$ cat config.mk
export PLATFORM = sky130hd
export DESIGN_NAME = sram_uart_fifo
export DESIGN_NICKNAME = d
export VERILOG_FILES = /design/src/rtl/sram_uart_pkg.sv /design/src/rtl/uart_sync_fifo.sv /design/src/rtl/sram_uart_fifo.sv
export SDC_FILE = /design/constraint.sdc
export NUM_CORES = 1
export LEC_CHECK = 0
export CORE_UTILIZATION = 30
export CTS_CLUSTER_SIZE = 30
export DETAILED_ROUTE_END_ITERATION = 7
export PLACE_DENSITY = 0.57
export SLEW_MARGIN = 0
export SYNTH_ARGS = -nofsm -noshare
export SYNTH_HDL_FRONTEND = slang
export SYNTH_SLANG_ARGS = --single-unit
$ cat constraint.sdc
create_clock -name clka -period 5.7 [get_ports clka]
set_input_delay 1.425 -clock clka [delete_from_list [all_inputs] [get_ports clka]]
set_output_delay 1.425 -clock clka [all_outputs]
set_load 0.02 [all_outputs]
$ cat src/rtl/sram_uart_pkg.sv
// Shared constants for the SRAM-bus UART front end:
// register offsets, LSR/IER bit positions and an LSR builder.
package sram_uart_pkg;

  localparam logic [2:0] UART_RBR_THR = 3'd0;
  localparam logic [2:0] UART_IER     = 3'd1;
  localparam logic [2:0] UART_LSR     = 3'd5;

  localparam int LSR_DR   = 0;
  localparam int LSR_OE   = 1;
  localparam int LSR_THRE = 5;
  localparam int LSR_TEMT = 6;

  localparam int IER_RDA  = 0;
  localparam int IER_THRE = 1;

  typedef struct packed {
    logic dr;
    logic oe;
    logic thre;
    logic temt;
  } lsr_t;

  function automatic logic [7:0] lsr_byte(input lsr_t s);
    logic [7:0] b;
    b           = 8'd0;
    b[LSR_DR]   = s.dr;
    b[LSR_OE]   = s.oe;
    b[LSR_THRE] = s.thre;
    b[LSR_TEMT] = s.temt;
    return b;
  endfunction

endpackage

$ cat src/rtl/uart_sync_fifo.sv
// Circular FIFO with an extra pointer MSB for full/empty.
// A push into a full FIFO lands only if a pop frees a slot.
module uart_sync_fifo #(
  parameter int DEPTH = 16,
  parameter int WIDTH = 8
) (
  input  logic             clk_i,
  input  logic             rst_ni,
  input  logic             push_i,
  input  logic             pop_i,
  input  logic [WIDTH-1:0] din_i,
  output logic [WIDTH-1:0] dout_o,
  output logic             empty_o,
  output logic             full_o
);
  import sram_uart_pkg::*;

  localparam int AW = $clog2(DEPTH);

  logic [AW:0]      wp_q, wp_d;
  logic [AW:0]      rp_q, rp_d;
  logic [WIDTH-1:0] mem_q [DEPTH];
  logic             do_push;
  logic             do_pop;

  assign empty_o = (wp_q == rp_q);
  assign full_o  = (wp_q[AW] != rp_q[AW]) &&
                   (wp_q[AW-1:0] == rp_q[AW-1:0]);
  assign dout_o  = mem_q[rp_q[AW-1:0]];

  assign do_pop  = pop_i && !empty_o;
  assign do_push = push_i && (!full_o || do_pop);

  assign wp_d = do_push ? wp_q + (AW+1)'(1) : wp_q;
  assign rp_d = do_pop  ? rp_q + (AW+1)'(1) : rp_q;

  always_ff @(posedge clk_i or negedge rst_ni) begin
    if (!rst_ni) begin
      wp_q <= '0;
      rp_q <= '0;
    end else begin
      wp_q <= wp_d;
      rp_q <= rp_d;
    end
  end

  always_ff @(posedge clk_i) begin
    if (do_push) mem_q[wp_q[AW-1:0]] <= din_i;
  end

endmodule

$ cat src/rtl/sram_uart_fifo.sv
// UART register window on the 64-bit SRAM bus with TX/RX FIFOs,
// 16550-style RBR/THR, IER and LSR, and a level interrupt.
module sram_uart_fifo #(
  parameter logic [63:0] BASE_ADDR = 64'h6000_0000,
  parameter int          TX_DEPTH  = 16,
  parameter int          RX_DEPTH  = 16
) (
  input  logic        clka,
  input  logic        rstn,
  input  logic [63:0] addra,
  input  logic [63:0] dina,
  output logic [63:0] douta,
  input  logic        ena,
  input  logic [7:0]  wea,
  output logic [7:0]  tx_data,
  output logic        tx_valid,
  input  logic        tx_ready,
  input  logic [7:0]  rx_data,
  input  logic        rx_valid,
  output logic        rx_ready,
  output logic        irq
);
  import sram_uart_pkg::*;

  logic [2:0]  off;
  logic        tx_push, tx_pop;
  logic        tx_empty, tx_full;
  logic        rx_pop;
  logic        rx_empty, rx_full;
  logic [7:0]  rx_head, rbr, lsr;
  logic        overrun, oe_clr;
  logic        ier_wr;
  logic [1:0]  ier_q;
  logic        oe_q;
  logic        irq_q;
  logic [63:0] douta_q;
  logic        unused_ok;

  assign off = addra[2:0];

  assign tx_push = ena && wea[0] && (off == UART_RBR_THR);
  assign tx_pop  = tx_valid && tx_ready;
  assign rx_pop  = ena && !wea[0] && (off == UART_RBR_THR);
  assign oe_clr  = ena && !wea[5] && (off == UART_LSR);
  assign ier_wr  = ena && wea[1] && (off == UART_IER);

  // A full FIFO is never empty, so any RBR read frees a slot.
  assign overrun = rx_valid && rx_full && !rx_pop;

  assign rbr = rx_empty ? 8'd0 : rx_head;
  assign lsr = lsr_byte('{dr:   !rx_empty,
                          oe:   oe_q,
                          thre: tx_empty,
                          temt: tx_empty && !tx_valid});

  assign tx_valid = !tx_empty;
  assign rx_ready = rstn;
  assign irq      = irq_q;
  assign douta    = douta_q;

  uart_sync_fifo #(.DEPTH(TX_DEPTH), .WIDTH(8)) u_tx (
    .clk_i   (clka),
    .rst_ni  (rstn),
    .push_i  (tx_push),
    .pop_i   (tx_pop),
    .din_i   (dina[7:0]),
    .dout_o  (tx_data),
    .empty_o (tx_empty),
    .full_o  (tx_full)
  );

  uart_sync_fifo #(.DEPTH(RX_DEPTH), .WIDTH(8)) u_rx (
    .clk_i   (clka),
    .rst_ni  (rstn),
    .push_i  (rx_valid),
    .pop_i   (rx_pop),
    .din_i   (rx_data),
    .dout_o  (rx_head),
    .empty_o (rx_empty),
    .full_o  (rx_full)
  );

  always_ff @(posedge clka or negedge rstn) begin
    if (!rstn) begin
      ier_q   <= 2'd0;
      oe_q    <= 1'b0;
      irq_q   <= 1'b0;
      douta_q <= 64'd0;
    end else begin
      if (ier_wr) ier_q <= dina[9:8];
      if (overrun)     oe_q <= 1'b1;
      else if (oe_clr) oe_q <= 1'b0;
      irq_q <= (ier_q[IER_RDA]  && !rx_empty) ||
               (ier_q[IER_THRE] && tx_empty);
      if (ena) begin
        douta_q <= {16'd0, lsr, 24'd0,
                    6'd0, ier_q, rbr};
      end
    end
  end

`ifndef SYNTHESIS
  always @(posedge clka) begin
    if (rstn && tx_push) $write("%c", dina[7:0]);
  end
`endif

  assign unused_ok = ^{addra[63:3], dina[63:10],
                       wea[7:6], wea[4:2], tx_full,
                       BASE_ADDR};

endmodule

==> notes.md, run 1 <==
Synthesis and PnR results.

- The quantity of gates resized following cts reads 0.
- The dominant kind of combinational cell reads multiplexers.
- The final worst hold slack is a little over 500 ps.
- The number of DRC markers in iteration 0 is 300.
- The number of clock sinks reads 293.
- The number of maximum-capacitance violations reads 0.
- The number of H-tree branching levels is 1.
- The average size of a mapped cell is roughly 18 um2.
- The category of the critical setup timing path is reg -> out.
- During synthesis, Yosys emitted a total of 0 warnings.
- The die boundary height is between 200 and 250 um.
- The total placed cells including tap cells is 1216.
- Of all flip-flops after synthesis, the portion carrying an async set or reset was 0.126.
- The class of the worst hold path reads reg -> reg.
- The die boundary width is approximately 200 um.
- The area fraction in full adders, half adders and majority gates reads 0.0102.
- The beginning of the worst register-to-register path reads u_tx.rp_q[2].
- The number of hold violations in the final report is 0.
- The fraction of synthesized area in multiplexers is 0.149.
- For this design, the slowest cell found on the critical path is sky130_fd_sc_hd__dfrtp_2.
- The clock tree from TritonCTS reads done.
- The synthesis area per yosys is around 12000 um2.
- The remaining global-route overflow reads 0.
- The number of warnings the tools reported is roughly 150.
- The synthesized netlist occupies a cell area of approximately 12000 um2.
- The pin count of the biggest net entering global routing is 52.
- The yosys cell count is about 670.
- The element type at the critical path start is a flop.
- The relative max-transition margin reads 0.369.
- The synthesis-to-layout area growth is 15.4%.
- In this run the most critical hold path is launched from oe_q.
- The static power due to leakage is 0.00485 uW.
- The power density normalized to cell area reads 461 nW/um2.
- The final critical-path share of the clock period reads 0.830.
- The arrival time reported for the critical path endpoint is around 3300 ps.
- Once the clock tree was built, the setup fixing pass inserted 0 buffers.
- The area of the core is approximately 40000 um2.
- The terminus of the critical flop-to-flop path is u_tx.mem_q[1][2].
- The synthesized instance count is 666.
- The maximum operating frequency reads ~210 MHz.
- The number of buffers added by the clock tree synthesis step reads 31.
- The flow ran to the end, and the final reports show no timing, DRC or antenna violations.
- The floorplan utilization is 0.307.
- For this run, the script counts the antenna cells in the layout as 0.
- The complex-gate fraction of the synthesized area reads 0.0287.
- The number of global-route vias before repair is approximately 6000.
- The slew of the pin with the lowest slew margin is 946 ps.
- The longest clock path from root to sink contains 3 buffers.
- The number of antenna violations at the first check in global routing was 1.
- For this block, the routed nets add up to 24600 um of wire.
- In this run the count of I/O pins placed on the die edge is approximately 220.
- The delay contributed by the slowest stage of the critical path is around 700 ps.
- From the final report, the count of setup violators was given as 0.
- The fraction of final layout cells with drive strength greater than 1 reads 0.158.
- The endpoint required time on the critical path reads approximately 4300 ps.
- In this run, synthesis produced a sequential element count of a little under 300.
- The final critical-path required period is 4730 ps.
- In the final design database the tool counted around 880 nets.
- Across all register-to-register paths, the minimum setup slack is between 2000 and 3000 ps.
- The peak ir drop on the vdd network is between 200 and 300 uV.
- The max-slew violation total from the final report reads 0.
- The sequential share of the synthesized area is 0.700.
- The fill cell instance count of the final layout is approximately 3700.
- The worst hold endpoint reads oe_q.
- The first global-routing pass estimated between 30000 and 40000 um of wire.
- The number of cells on the worst hold path is listed as 1.
- The chip occupies 41900 um2.
- The top cell types in the final layout, fill and taps aside, are sky130_fd_sc_hd__edfxtp_1, sky130_fd_sc_hd__clkdlybuf4s50_1, sky130_fd_sc_hd__conb_1.
- The number of hold-repair buffers added at the cts stage reads 0.
- After synthesis, the netlist uses between 40 and 50 different library cells.
- The flip-flop cell with the highest count after synthesis is sky130_fd_sc_hd__edfxtp_1.
- For reference, the critical path cell chain is buf_4 > mux4_1 > mux4_2 > clkdlybuf4s50_1.
- The accumulated negative setup slack is 0 ps.
- The root buffer cell chosen for the clock tree is sky130_fd_sc_hd__clkbuf_16.
- Logic depth along the worst register-to-register path is recorded as 5.
- Setup repair after global routing left no endpoint under its margin.
- The average vias per placed instance reads ~4.6.
- The kind of capture point of the worst setup path reads an output pin.
- The final worst clock skew reads approximately 9.7 ps.
- The most common logic cell in the routed design is sky130_fd_sc_hd__edfxtp_1.
- The clock latency on the worst-skew pair is around 560 ps.
[run 1: through the flow]
step / util / setup slack, ps / area (um2) / total power, uW
after floorplan: - / 2370 / 12500 / 4020
after global placement: 0.328 / 1360 / 13200 / 4550
after detailed placement: 0.328 / 1380 / 13200 / 4570
after CTS: 0.354 / 917 / 14200 / 6650
after global routing: 0.354 / 838 / 14200 / 6870
final: 0.354 / 969 / 14200 / 6560
[run 1: Yosys cell counts, drive strengths merged (2+ instances only)]
cell     number  area share
a211oi        2      0.0012
a21oi         4      0.0016
and2         15      0.0076
and3         24       0.012
buf          74       0.045
clkbuf       12      0.0039
dfrtp        37       0.075
edfxtp      256        0.62
ha           10       0.010
inv          17      0.0052
mux2          9      0.0085
mux2i        40       0.033
mux4         56        0.11
nand2         7      0.0021
nand2b        2      0.0010
nand3         4      0.0016
nand4         3      0.0015
nor2          5      0.0015
nor2b         6      0.0030
nor3         11      0.0045
o2111ai       2      0.0014
o211ai        2      0.0012
o21ai         8      0.0048
o22ai        16      0.0081
o32ai         8      0.0057
or4b          2      0.0019
xnor2        14       0.011
xor2         12      0.0091
[run 1: per-layer routing]
metal,share of wire,global-route usage,up-vias
met5,0,0,-
met4,0.024,0.0333,0
met3,0.046,0.0200,42
met2,0.49,0.198,130
met1,0.44,0.157,2975
li1,-,-,2651
[run 1: area by class of cell]
class,count,area [um2],share of cell area
Clock inverter,22,249,0.0175
Clock buffer,36,805,0.0566
Sequential cell,293,8620,0.606
Timing Repair Buffer,62,593,0.0417
Tap cell,525,657,0.0462
Inverter,17,63.8,0.00449
Multi-Input combinational cell,319,3230,0.227
[run 1: cells by family after synthesis]
group	count (synthesis)
other	1
multiplexers	105
AND/OR/NAND/NOR	82
buffers and inverters	103
adder cells (fa/ha/maj)	10
AND-OR/OR-AND	46
XOR/XNOR	26
flip-flops	293
[run 1: report_power, final]
part / internal (uW) / switching, uW / total (uW)
clock network: 1240 / 831 / 2070
logic: 839 / 900 / 1740
registers: 2540 / 211 / 2750
[run 1: critical path, delay by kind of cell, from the launching register on]
family / cells / cell delay (ps)
multiplexers: 2 / 1120
buffers and inverters: 2 / 910
flip-flops: 1 / 700
[run 1: worst max-delay path by stage]
| stage | startpoint | to | slack, ps | cells past startpoint |
|---|---|---|---|---|
| 3_5_place_dp | ena | u_rx.mem_q[11][0] | 1380 | 6 |
| 2_1_floorplan | ena | u_rx.mem_q[3][0] | 2370 | 5 |
| 6_report | u_tx.rp_q[0] | tx_data[6] | 970 | 4 |
| 5_1_grt | u_tx.rp_q[0] | tx_data[3] | 840 | 4 |
| 3_3_place_gp | ena | u_rx.mem_q[11][7] | 1360 | 6 |
| 4_1_cts | u_tx.rp_q[0] | tx_data[3] | 920 | 4 |
[run 1: flip-flops by register name (all words and copies together), names as in the netlist]
signal      flops
u_rx.mem_q    128
u_tx.mem_q    128
douta          13
u_rx.rp_q       5
u_rx.wp_q       5
u_tx.rp_q       5
u_tx.wp_q       5
ier_q           2
irq             1
oe_q            1
==> run_1/class_map.png <==
The bar under the picture is 50 um long.
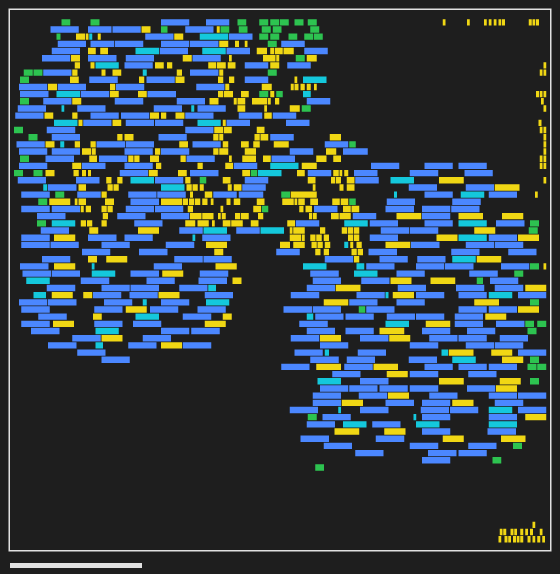
class	color	cells	share of their area
clock drivers and dummy loads	cyan	58	7.8%
remaining logic cells	yellow	336	24%
registers	blue	293	64%
remaining buffers and delay cells	green	62	4.4%

==> run_1/clock_wires.png <==
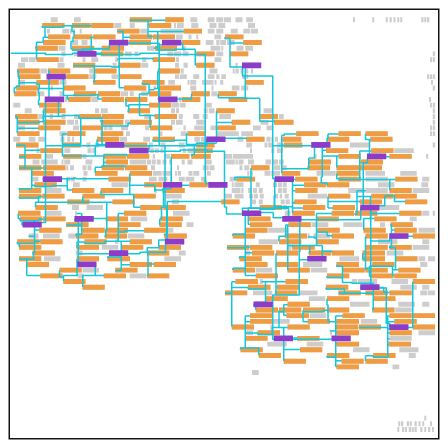
[clock wires] cyan | length: 3560 um
[flip-flops] orange | count: 293
[clock-net drivers] purple | count: 31
routed clock nets	32

==> run_1/m1.png <==
Supply wires on this layer in gray.
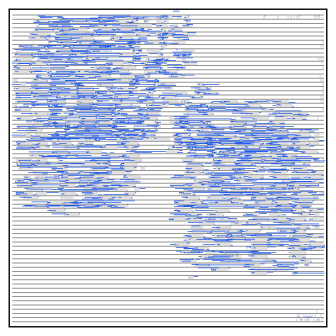
longest straight run	43.7 um
share of all routed wire	44%
nets with wire on the layer	675
main direction	horizontal
wire length on this layer	10800 um

==> run_1/sizing.png <==
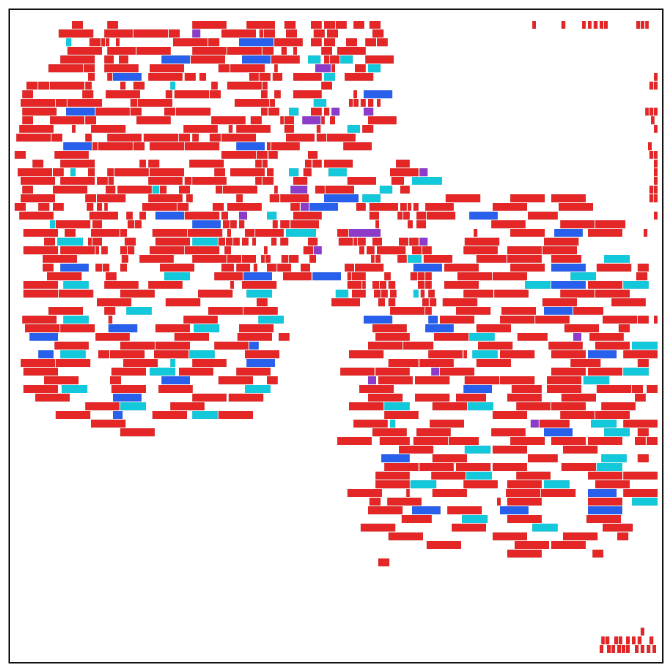
size	color	cells	most used
x1 and smaller	red	631	edfxtp_1
x2	cyan	62	mux4_2
x6 and larger	blue	40	clkbuf_16
x3 and x4	purple	16	buf_4

==> run 1 -> run 2 <==
==> constraint.sdc (replaced) <==
create_clock -name clka -period 4.8 [get_ports clka]
set_input_delay 1.2 -clock clka [delete_from_list [all_inputs] [get_ports clka]]
set_output_delay 1.2 -clock clka [all_outputs]
set_load 0.02 [all_outputs]
==> run_2/clock_wires.png <==
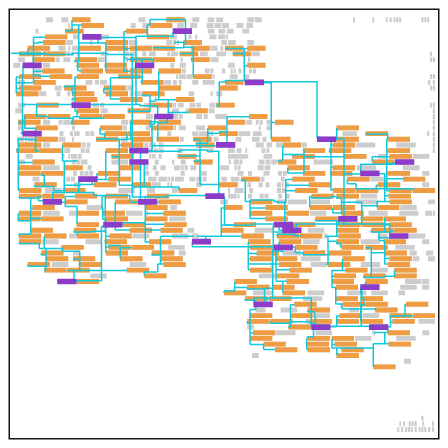
clock skew after layout: 7.33 ps
Clock power frac: 0.295
power in the clock group: 2240 uW
clock insertion delay at the later pin of the skew report: 550 ps

==> notes.md, run 2 <==
Synthesis and PnR results.

- Status: finished clean (unchanged).
- Cell area leaders: sky130_fd_sc_hd__edfxtp_1, sky130_fd_sc_hd__dfrtp_1, sky130_fd_sc_hd__mux4_2 (unchanged).
- The number of global-route vias before repair was 5915 (was 5975).
- The worst setup path startpoint is u_tx.rp_q[0] (unchanged).
- The cell chosen for the clock root is sky130_fd_sc_hd__clkbuf_16 (unchanged).
- The worst-path cell with the longest stage delay is sky130_fd_sc_hd__dfrtp_2 (unchanged).
- The number of H-tree branching levels reads 1 (unchanged).
- The clock tree from TritonCTS is done (unchanged).
- The count of inserted antenna diode cells is 0 (unchanged).
- Most instantiated logic cells after routing: sky130_fd_sc_hd__edfxtp_1, sky130_fd_sc_hd__clkdlybuf4s50_1, sky130_fd_sc_hd__conb_1 (unchanged).
- The number of synthesis warnings reads 0 (unchanged).
- The final critical-path required period reads 4350 ps.
- The chip area reads 41900 um2 (unchanged).
- The static power due to leakage is 0.00482 uW (was 0.00485 uW).
- The net count reported at finish reads 884 (was 883).
- The portion of synthesized cell area occupied by the leading cell type was 0.624 (unchanged).
- The yosys cell count is 666 (unchanged).
- The wire length of the first global-routing pass reads 36900 um (was 36800 um).
- The post-layout instance area is 14100 um2 (was 14200 um2).
- The number of register bits inferred by synthesis is 293 (unchanged).
- The most common logic cell in the routed design reads sky130_fd_sc_hd__edfxtp_1 (unchanged).
- Dividing the final minimum period by the clock period gives 0.907.
- The number of hold-repair buffers added at the cts stage was 0 (unchanged).
- The beginning of the worst register-to-register path is u_tx.rp_q[2] (unchanged).
- The kind of capture point of the worst setup path is an output pin (unchanged).
- The average vias per placed instance reads 4.60 (was 4.55).
- The area fraction in full adders, half adders and majority gates is 0.0102 (unchanged).
- The die boundary height reads 205 um (unchanged).
- The fraction of synthesized area in multiplexers is 0.149 (unchanged).
- The flip-flop cell with the highest count after synthesis is sky130_fd_sc_hd__edfxtp_1 (unchanged).
- The complex-gate fraction of the synthesized area reads 0.0287 (unchanged).
- The power density normalized to cell area is 537 nW/um2 (was 461 nW/um2).
- Leading post-synthesis cells by instance count: sky130_fd_sc_hd__edfxtp_1, sky130_fd_sc_hd__buf_4, sky130_fd_sc_hd__mux2i_1, sky130_fd_sc_hd__mux4_2, sky130_fd_sc_hd__dfrtp_1 (unchanged).
- The number of clock sinks reads 293 (unchanged).
- The number of endpoints failing setup at the final stage reads 0 (unchanged).
- The proportion of synthesized flip-flops having asynchronous set or reset reads 0.126 (unchanged).
- The total placed cells including tap cells is 1218 (was 1216).
- The average size of a mapped cell came to 18.5 um2 (unchanged).
- For this run, the top clock speed supported by timing is roughly 230 MHz.
- The synthesized instance count is 666 (unchanged).
- The start point of the worst hold path is oe_q (unchanged).
- The floorplan utilization reads 0.307 (unchanged).
- The delay contributed by the slowest stage of the critical path is 680 ps (was 700 ps).
- The most instantiated library cell after synthesis reads sky130_fd_sc_hd__edfxtp_1 (unchanged).
- The number of buffers inserted to repair setup after CTS was 0 (unchanged).
- The relative max-transition margin is 0.388 (was 0.369).
- The post-placement cell area was 13200 um2 (about the same).
- The arrival time reported for the critical path endpoint reads 3150 ps (was 3310 ps).
- The category of the critical setup timing path is reg -> out (unchanged).
- The synthesis area per yosys is 12300 um2 (unchanged).
- Sequence of cells on the critical path: buf_12 > mux4_1 > mux4_2 > clkdlybuf4s50_1 (was buf_4 > mux4_1 > mux4_2 > clkdlybuf4s50_1).
- The synthesis-to-layout area growth reads 14.8% (was 15.4%).
- The quantity of gates resized following cts is 0 (unchanged).
- Setup repair after global routing missed its margin: no (unchanged).
- The sequential share of the synthesized area is 0.700 (unchanged).
- The area of the core reads 40100 um2 (unchanged).
- The class of the worst hold path reads reg -> reg (unchanged).
- The dominant kind of combinational cell reads multiplexers (unchanged).
- The number of buffers added by the clock tree synthesis step reads 30 (was 31).
- The number of DRC markers in iteration 0 reads 359 (was 300).
- The number of library cell types mapped by synthesis reads 49 (unchanged).
- The number of antenna violations at the first check in global routing reads 1 (unchanged).
- The die boundary width is 205 um (unchanged).
- The fraction of final layout cells with drive strength greater than 1 is 0.157 (was 0.158).
- The post-detailed-routing wire length reads 24700 um (was 24600 um).
- The remaining global-route overflow is 0 (unchanged).
- The count of pins on the block boundary reads 224 (unchanged).
==> run 2: cell counts after synthesis <==
No cell type changed its count.
==> run 2: per-stage QoR <==
stage | utilization | hold WS (ps) | total power (uW) | worst slack (ps)
3_5_place_dp | 0.329 | 492 | 5440 | 836
5_1_grt | 0.353 | 533 | 7940 | 305
2_1_floorplan | - | 460 | 4770 | 1690
4_1_cts | 0.353 | 506 | 7690 | 353
3_3_place_gp | 0.329 | 485 | 5410 | 941
6_report | 0.353 | 497 | 7590 | 445
==> run 2: layout make-up <==
class                           count  area [um2]
Fill cell                        3717       26000
Sequential cell                   293        8620
Multi-Input combinational cell    319        3230
Clock buffer                       41         863
Tap cell                          525         657
Timing Repair Buffer               64         621
Clock inverter                     13        92.6
Inverter                           17        63.8
==> run 2: where the power goes <==
group / internal [uW] / switching (uW)
Sequential: 3010 / 269
Combinational: 1010 / 1060
Clock: 1300 / 935
Total: 5330 / 2260
==> run 2: logic make-up after synthesis <==
logic type | count (synthesis)
xor+xnor | 26
fa+ha+maj | 10
buf+inv | 103
compound gates | 46
simple gates | 82
other cells | 1
flops | 293
mux | 105
==> run 2: worst max-delay path, delay by kind of cell (launching register included) <==
kind                   cells  cell delay (ps)
multiplexers               2             1100
buffers and inverters      2              820
flip-flops                 1              680
==> run 2: layer usage <==
| metal | wire, um | vias up | GRT usage |
|---|---|---|---|
| met5 | 0 | - | 0 |
| met4 | 492 | 0 | 0.0317 |
| met2 | 12300 | 158 | 0.198 |
| li1 | - | 2642 | - |
| met1 | 10700 | 3019 | 0.159 |
| met3 | 1210 | 36 | 0.0216 |
==> run 2: worst paths after layout <==
path	endpoint	cells past startpoint	slack [ps]
hold / removal	oe_q	1	500
min in group asynchronous	douta[1]	2	760
max in group asynchronous	u_tx.rp_q[0]	2	3640
hold reg to reg	oe_q	1	500
setup / recovery	tx_data[0]	4	450
setup reg to reg	u_tx.mem_q[4][3]	5	1650
==> run 2 -> run 3 <==
--- a/config.mk
+++ b/config.mk
@@ -8,7 +8,7 @@
 export CORE_UTILIZATION = 30
 export CTS_CLUSTER_SIZE = 30
 export DETAILED_ROUTE_END_ITERATION = 7
-export PLACE_DENSITY = 0.57
+export PLACE_DENSITY = 0.58
 export SLEW_MARGIN = 0
 export SYNTH_ARGS = -nofsm -noshare
 export SYNTH_HDL_FRONTEND = slang
==> constraint.sdc (replaced) <==
create_clock -name clka -period 3.6 [get_ports clka]
set_input_delay 0.9 -clock clka [delete_from_list [all_inputs] [get_ports clka]]
set_output_delay 0.9 -clock clka [all_outputs]
set_load 0.02 [all_outputs]
==> run_3/clock_nets.png <==
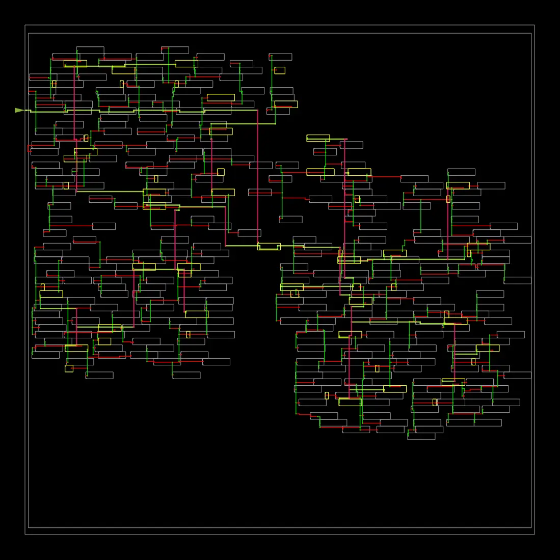
clock skew after layout: 8.97 ps
power in the clock group: 3060 uW

==> notes.md, run 3 <==
Synthesis and PnR results.

- The number of buffers added by the clock tree synthesis step is 31 (was 30).
- The power density normalized to cell area came to 721 nW/um2 (was 537 nW/um2).
- The class of the worst hold path reads reg -> reg (unchanged).
- The proportion of total power due to net switching is 0.304 (was 0.298).
- The slew of the pin with the lowest slew margin reads 718 ps (was 918 ps).
- In the finished design, the share of the clock period the worst path needs comes to 0.971.
- Most instantiated logic cells after routing: sky130_fd_sc_hd__edfxtp_1, sky130_fd_sc_hd__conb_1, sky130_fd_sc_hd__clkdlybuf4s50_1 (was sky130_fd_sc_hd__edfxtp_1, sky130_fd_sc_hd__clkdlybuf4s50_1, sky130_fd_sc_hd__conb_1).
- The element type at the critical path start is a flop (unchanged).
- The area of the core reads 40100 um2 (unchanged).
- The number of maximum-capacitance violations reads 0 (unchanged).
- The post-placement cell area reads 13300 um2 (was 13200 um2).
- The average vias per placed instance reads 4.63 (was 4.60).
- The most instantiated library cell after synthesis is sky130_fd_sc_hd__edfxtp_1 (unchanged).
- The post-layout instance area is 14200 um2 (was 14100 um2).
- The remaining global-route overflow is 0 (unchanged).
- Status: finished clean (unchanged).
- The proportion of synthesized flip-flops having asynchronous set or reset is 0.126 (unchanged).
- The worst-path cell with the longest stage delay reads sky130_fd_sc_hd__mux4_1 (was sky130_fd_sc_hd__dfrtp_2).
- The number of library cell types mapped by synthesis came to 49 (unchanged).
- The worst-case clock buffer depth reads 3 (unchanged).
- The total power draw is 10300 uW (was 7590 uW).
- The delay contributed by the slowest stage of the critical path is 590 ps (was 680 ps).
- The category of the critical setup timing path is reg -> out (unchanged).
- The switching power reads 3120 uW (was 2260 uW).
- The static power due to leakage is 0.00488 uW (was 0.00482 uW).
- The clock latency on the worst-skew pair is 550 ps (about the same).
- The routed metal-1 wire length is 11300 um (was 10700 um).
- The wire length on met3 reads 1240 um (was 1210 um).
- The share of total power in the clock network is 0.298 (was 0.295).
- The detailed route wirelength on metal2 was 11800 um (was 12300 um).
- The most common logic cell in the routed design is sky130_fd_sc_hd__edfxtp_1 (unchanged).
- Setup repair after global routing missed its margin: no (unchanged).
- The sequential share of the synthesized area is 0.700 (unchanged).
- The clock tree from TritonCTS reads done (unchanged).
- The maximum operating frequency is 286 MHz.
- The kind of capture point of the worst setup path is an output pin (unchanged).
- The register area is 8620 um2 (about the same).
- The cell chosen for the clock root reads sky130_fd_sc_hd__clkbuf_16 (unchanged).
- The chip area reads 41900 um2 (unchanged).
## run 3: cell types whose count changed in the layout (fill, tap and decap cells not counted), sizes merged
| cell | before | now |
|---|---|---|
| bufinv | 1 | 2 |
| inv | 17 | 20 |
| clkdlybuf4s50 | 52 | 44 |
| buf | 12 | 23 |
| dlygate4sd2 | 0 | 8 |
## run 3: cells by family after synthesis
family,Yosys count,share of synthesized area
AOI/OAI and AO/OA,46,0.0287
buffers and inverters,103,0.0539
xor gates and xnor gates,26,0.0197
DFF,293,0.700
adders and majority gates,10,0.0102
other,1,0.000305
muxes,105,0.149
and+or+nand+nor,82,0.0388
## run 3: power groups by stage
stage	Clock [uW]	Combinational (uW)	Sequential [uW]
floorplan	0	2070	4290
global placement	0	2960	4390
detailed placement	0	2980	4400
CTS	3140	2930	4330
global route	3270	3120	4360
finish	3060	2890	4330
## run 3: per-layer routing
metal,vias up,global-route usage
li1,2669,-
met1,3092,0.166
met2,152,0.193
met3,38,0.0227
met4,2,0.0280
met5,-,0
## run 3: final timing paths
| check | slack (ps) | start | end | cells past startpoint |
|---|---|---|---|---|
| worst max register to register | 1110 | u_tx.rp_q[3] | u_tx.mem_q[0][5] | 6 |
| worst min register to register | 510 | douta[9] | douta[9] | 1 |
| worst max-delay path | 100 | u_tx.rp_q[0] | tx_data[5] | 4 |
| min in group asynchronous | 540 | rstn | douta[4] | 2 |
| worst min-delay path | 510 | douta[9] | douta[9] | 1 |
| max in group asynchronous | 2640 | rstn | u_rx.rp_q[2] | 2 |
## run 3: per-stage QoR
step,utilization,hold WS (ps)
4_1_cts,0.356,523
5_1_grt,0.355,538
6_report,0.355,515
3_5_place_dp,0.331,509
2_1_floorplan,-,460
3_3_place_gp,0.331,499
## run 3: worst max-delay path: cells and delay by family (launching register included)
kind     cells  cell delay [ps]
mux          2             1080
buf+inv      2              530
flops        1              420
## run 3: final cells by class
type / instances / share of cell area
multi-input combinational: 319 / 0.225
timing repair buffer: 75 / 0.0504
inverter: 17 / 0.00448
clock buffer: 41 / 0.0585
clock inverter: 17 / 0.0104
sequential: 293 / 0.605
tap: 525 / 0.0461
## run 3: what timing repair did
item	CTS	global route
setup endpoints to repair	9	5
gates resized	9	5
buffers inserted	0	0
Power figures rest on the tool's default switching activity, not on a simulated workload.
